===== config.mk =====
export PLATFORM = sky130hd
export DESIGN_NAME = video_timing_gen
export DESIGN_NICKNAME = d
export VERILOG_FILES = /design/src/rtl/video_timing_gen.sv
export SDC_FILE = /design/constraint.sdc
export NUM_CORES = 1
export LEC_CHECK = 0
export ABC_CLOCK_PERIOD_IN_PS = 3500
export CORE_MARGIN = 1
export CORE_UTILIZATION = 58
export DETAILED_ROUTE_END_ITERATION = 10
export PLACE_DENSITY = 0.81
export SYNTH_ARGS = -nofsm -noshare
export SYNTH_HDL_FRONTEND = slang
export SYNTH_SLANG_ARGS = --single-unit

===== constraint.sdc =====
create_clock -name clk_i -period 3.5 [get_ports clk_i]
set_input_delay 0.35 -clock clk_i [delete_from_list [all_inputs] [get_ports clk_i]]
set_output_delay 0.35 -clock clk_i [all_outputs]
set_load 0.01 [all_outputs]

===== src/rtl/video_timing_gen.sv =====
// Raster timing generator: hsync, vsync, data-enable and pixel/line coordinates for the median-filter pipeline.
// Optional macro VTG_FRAME_CNT_EN adds a 16-bit frame counter output (frame_cnt_o).
module video_timing_gen #(
  parameter int unsigned H_ACTIVE = 640,
  parameter int unsigned H_FP     = 16,
  parameter int unsigned H_SYNC   = 96,
  parameter int unsigned H_BP     = 48,
  parameter int unsigned V_ACTIVE = 480,
  parameter int unsigned V_FP     = 10,
  parameter int unsigned V_SYNC   = 2,
  parameter int unsigned V_BP     = 33,
  parameter int unsigned X_W      = 11,
  parameter int unsigned Y_W      = 10
) (
  input  logic           clk_i,
  input  logic           rst_ni,
  input  logic           en_i,
  output logic           hsync_o,
  output logic           vsync_o,
  output logic           de_o,
  output logic [X_W-1:0] x_o,
  output logic [Y_W-1:0] y_o,
`ifdef VTG_FRAME_CNT_EN
  output logic           frame_start_o,
  output logic [15:0]    frame_cnt_o
`else
  output logic           frame_start_o
`endif
);

  localparam int unsigned H_TOTAL = H_ACTIVE + H_FP + H_SYNC + H_BP;
  localparam int unsigned V_TOTAL = V_ACTIVE + V_FP + V_SYNC + V_BP;

  localparam logic [X_W-1:0] H_LAST   = X_W'(H_TOTAL - 1);
  localparam logic [X_W-1:0] H_ACT    = X_W'(H_ACTIVE);
  localparam logic [X_W-1:0] HS_START = X_W'(H_ACTIVE + H_FP);
  localparam logic [X_W-1:0] HS_END   = X_W'(H_ACTIVE + H_FP + H_SYNC);
  localparam logic [Y_W-1:0] V_LAST   = Y_W'(V_TOTAL - 1);
  localparam logic [Y_W-1:0] V_ACT    = Y_W'(V_ACTIVE);
  localparam logic [Y_W-1:0] VS_START = Y_W'(V_ACTIVE + V_FP);
  localparam logic [Y_W-1:0] VS_END   = Y_W'(V_ACTIVE + V_FP + V_SYNC);

  logic [X_W-1:0] h_cnt_q, h_cnt_d;
  logic [Y_W-1:0] v_cnt_q, v_cnt_d;
  logic [X_W-1:0] x_q, x_d;
  logic [Y_W-1:0] y_q, y_d;
  logic           hsync_q, hsync_d;
  logic           vsync_q, vsync_d;
  logic           de_q, de_d;
  logic           fs_q, fs_d;

  // Wraps use explicit compares so odd totals never rely on counter overflow.
  always_comb begin
    h_cnt_d = h_cnt_q + X_W'(1);
    v_cnt_d = v_cnt_q;
    if (h_cnt_q == H_LAST) begin
      h_cnt_d = '0;
      v_cnt_d = (v_cnt_q == V_LAST) ? '0 : v_cnt_q + Y_W'(1);
    end
    x_d     = h_cnt_q;
    y_d     = v_cnt_q;
    de_d    = (h_cnt_q < H_ACT) && (v_cnt_q < V_ACT);
    hsync_d = (h_cnt_q >= HS_START) && (h_cnt_q < HS_END);
    vsync_d = (v_cnt_q >= VS_START) && (v_cnt_q < VS_END);
    fs_d    = (h_cnt_q == '0) && (v_cnt_q == '0);
  end

  always_ff @(posedge clk_i or negedge rst_ni) begin
    if (!rst_ni) begin
      h_cnt_q <= '0;
      v_cnt_q <= '0;
      x_q     <= '0;
      y_q     <= '0;
      hsync_q <= 1'b0;
      vsync_q <= 1'b0;
      de_q    <= 1'b0;
      fs_q    <= 1'b0;
    end else if (en_i) begin
      h_cnt_q <= h_cnt_d;
      v_cnt_q <= v_cnt_d;
      x_q     <= x_d;
      y_q     <= y_d;
      hsync_q <= hsync_d;
      vsync_q <= vsync_d;
      de_q    <= de_d;
      fs_q    <= fs_d;
    end
  end

  assign x_o           = x_q;
  assign y_o           = y_q;
  assign hsync_o       = hsync_q;
  assign vsync_o       = vsync_q;
  assign de_o          = de_q;
  assign frame_start_o = fs_q;

`ifdef VTG_FRAME_CNT_EN
  logic [15:0] frame_cnt_q, frame_cnt_d;

  // Counts off the registered pulse, so it steps one cycle after frame_start_o.
  always_comb begin
    frame_cnt_d = frame_cnt_q;
    if (fs_q) frame_cnt_d = frame_cnt_q + 16'd1;
  end

  always_ff @(posedge clk_i or negedge rst_ni) begin
    if (!rst_ni) begin
      frame_cnt_q <= '0;
    end else if (en_i) begin
      frame_cnt_q <= frame_cnt_d;
    end
  end

  assign frame_cnt_o = frame_cnt_q;
`endif

endmodule


Run 1, pin map:
Scale: 4 px per µm. Pins as bars across the die edge, other pins in grey.
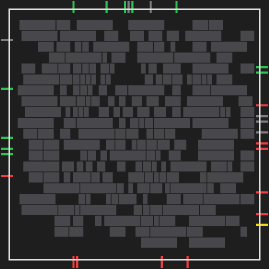
Key: `x_o` = green [pins 11, direction output, edge 5 top, 4 left, 2 right]; `rst_ni` = yellow [pins 1, direction input, edge right]; `y_o` = red [pins 10, direction output, edge 5 right, 4 bottom, 1 left]

Run 1, routing congestion:
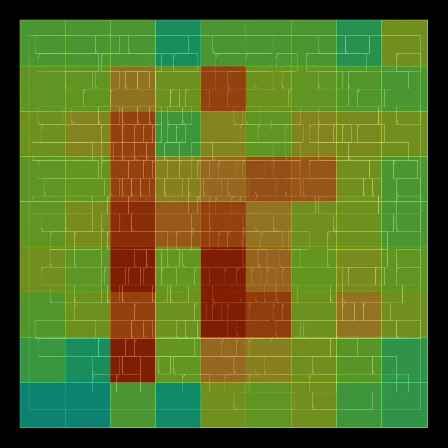
GRT Util Overall: 21.95%
met1 global-route usage: 30.22%
GR peak layer: met2
grt met2 use: 34.89%
Avg WL per Cell: 14.86 µm

==> qor.yml, run 1 <==
nNonClkBuffers: 29
power.share.clock_pct: 22.5
ff2ff_setup_slack_ns: 1.31
cts_inserted_buffers: 5
ys_sh_simple_pct: 17.60
grt-ovfl-total: 0
synth_async_sr_flop_share_pct: 100.0
seq_area_mm2: 0.001151
final-setup-viol-count: 0
cp-start-kind: "register"
grt_pass1_wl_um: 6699
p_sw_uw: 326.0
grt_max_degree: 47
cp.depth: 5
wirelength_um: 3909
fill_cells: 261
flop_cell: "dfrtp_1"
aoi_share_pct: 5.172
antenna_cells: 0
cp.required_ns: 3.75
seqPwrFrac_pct: 58.4
synthCells: 190
ys_seq_share_pct: 54.70
path_cells: "ha_1 > nand4_1 > or4_4 > or3b_1 > xnor2_1"
logic_gates: 123
setup_ws_ns: 1.309
worstPathArrival_ns: 2.44
status: "completed"
crit_start: "h_cnt_q[1]"
tightestPinTransition_ns: 0.9883
seq_share_pct: 46.75
cts.clk_slew.worst_paths_ns: 0.13
avgSynthCellArea_um2: 11.08
grt_antenna_before_repair: 0
lay_top_cells: "dfrtp_1, clkdlybuf4s50_1, mux2_2, nand2_1, inv_1"
comb_area_um2: 872.1
topCombFamilyByArea: "simple AND/OR/NAND/NOR gates"
clock_area_share_pct: 2.439
p_comb_uw: 216
yosys_warnings: 0
adder_share_pct: 2.378
synth_top_area_share_pct: 54.70
worstPathMaxFanout: 7
buffer_area_share_pct: 11.38
max_stage_delay_ns: 0.63
min_period_ns: 2.191
fp-utilization_pct: 61.61
Run 1, wires at chosen ports, followed through buffers:
Scale: 6 px per µm.
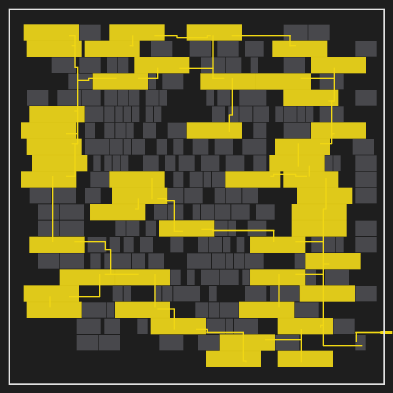
Key: `rst_ni` = yellow [direction input, edge right, end cells 46, buffers 1, wire 285 µm]
input/output buffers: 27
# IOs: 28

Run 1, metal layers overlaid:
Scale: 6 px per µm.
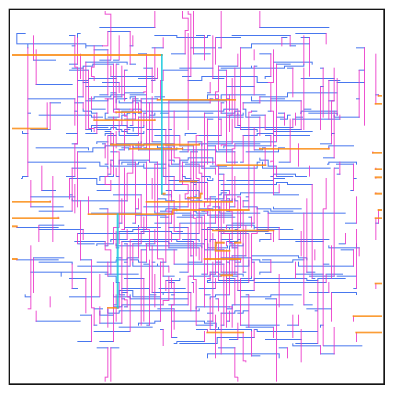
Key: M4 = cyan [wire length 38.8 µm]; M3 = orange [wire length 211 µm]; M1 = blue [wire length 1810 µm]; M2 = magenta [wire length 1850 µm]

Run 1, register map, names as in the netlist:
Scale: 4 px per µm. Other sequential cells in the stronger grey, the rest of the logic in the fainter grey.
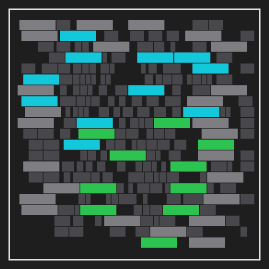

--- run 2 (diff from run 1) ---
==> config.mk (replaced) <==
export PLATFORM = sky130hd
export DESIGN_NAME = video_timing_gen
export DESIGN_NICKNAME = d
export VERILOG_FILES = /design/src/rtl/video_timing_gen.sv
export SDC_FILE = /design/constraint.sdc
export NUM_CORES = 1
export LEC_CHECK = 0
export ABC_CLOCK_PERIOD_IN_PS = 1870
export CORE_MARGIN = 1
export CORE_UTILIZATION = 49
export DETAILED_ROUTE_END_ITERATION = 10
export PLACE_DENSITY = 0.73
export SYNTH_ARGS = -nofsm -noshare
export SYNTH_HDL_FRONTEND = slang
export SYNTH_SLANG_ARGS = --single-unit
==> constraint.sdc (replaced) <==
create_clock -name clk_i -period 1.87 [get_ports clk_i]
set_input_delay 0.187 -clock clk_i [delete_from_list [all_inputs] [get_ports clk_i]]
set_output_delay 0.187 -clock clk_i [all_outputs]
set_load 0.01 [all_outputs]
Run 2, register map, names as in the netlist:
Scale: 4 px per µm. Other sequential cells in the stronger grey, the rest of the logic in the fainter grey.
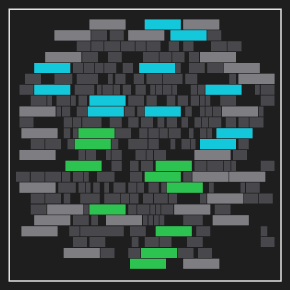
Key: `v_cnt_q` = green [flops 10]; `h_cnt_q` = cyan [flops 11]
Another 25 sequential cells are not coloured.
reported sequential group power: 1.16 mW
Final Core Density: 67.13%
Flop area: 0.001151 mm²
flop share of the area: 42.26%

==> qor.yml, run 2 <==
status: "completed"  # unchanged
grt_antenna_before_repair: 0  # unchanged
lay_top_cells: "dfrtp_1, clkdlybuf4s50_1, buf_4, mux2_2, nand2_1"  # was dfrtp_1, clkdlybuf4s50_1, mux2_2, nand2_1, inv_1
cp.required_ns: 2.06  # was 3.75 ns
path_cells: "ha_2 > nand4_1 > or4_4 > or3b_1 > xnor2_1"  # was ha_1 > nand4_1 > or4_4 > or3b_1 > xnor2_1
fp-utilization_pct: 51.87  # was 61.61%
p_sw_uw: 679.9  # was 326.0 µW
grt_pass1_wl_um: 7127  # was 6699 µm
wl_per_cell_um: 15.12  # was 14.86 µm
seqPwrFrac_pct: 45.6  # was 58.4%
p_comb_uw: 642  # was 216 µW
ys_seq_share_pct: 54.70  # unchanged
power.share.clock_pct: 29.2  # was 22.5%
io_buffers: 27  # unchanged
cp-start-kind: "register"  # unchanged
clock_area_share_pct: 4.134  # was 2.439%
fill_cells: 286  # was 261
topCombFamilyByArea: "simple AND/OR/NAND/NOR gates"  # unchanged
worstPathMaxFanout: 2  # was 7
synthCells: 190  # unchanged
setup_ws_ns: 0.003661  # was 1.309 ns
aoi_share_pct: 5.172  # unchanged
nNonClkBuffers: 53  # was 29
comb_area_um2: 893.4  # was 872.1 µm²
antenna_cells: 0  # unchanged
track_usage_pct: 21.46  # was 21.95%
crit_start: "h_cnt_q[0]"  # was h_cnt_q[1]
worstPathArrival_ns: 2.05  # was 2.44 ns
cts.clk_slew.worst_paths_ns: 0.08  # was 0.13 ns
use_met2_pct: 32.18  # was 34.89%
ff2ff_setup_slack_ns: 0.004  # was 1.31 ns
max_stage_delay_ns: 0.57  # was 0.63 ns
grt_util_met1_pct: 28.23  # was 30.22%
top_usage_layer: "met2"  # unchanged
logic_gates: 123  # unchanged
avgSynthCellArea_um2: 11.08  # unchanged
buffer_area_share_pct: 17.00  # was 11.38%
Power figures rest on the tool's default switching activity, not on a simulated workload.
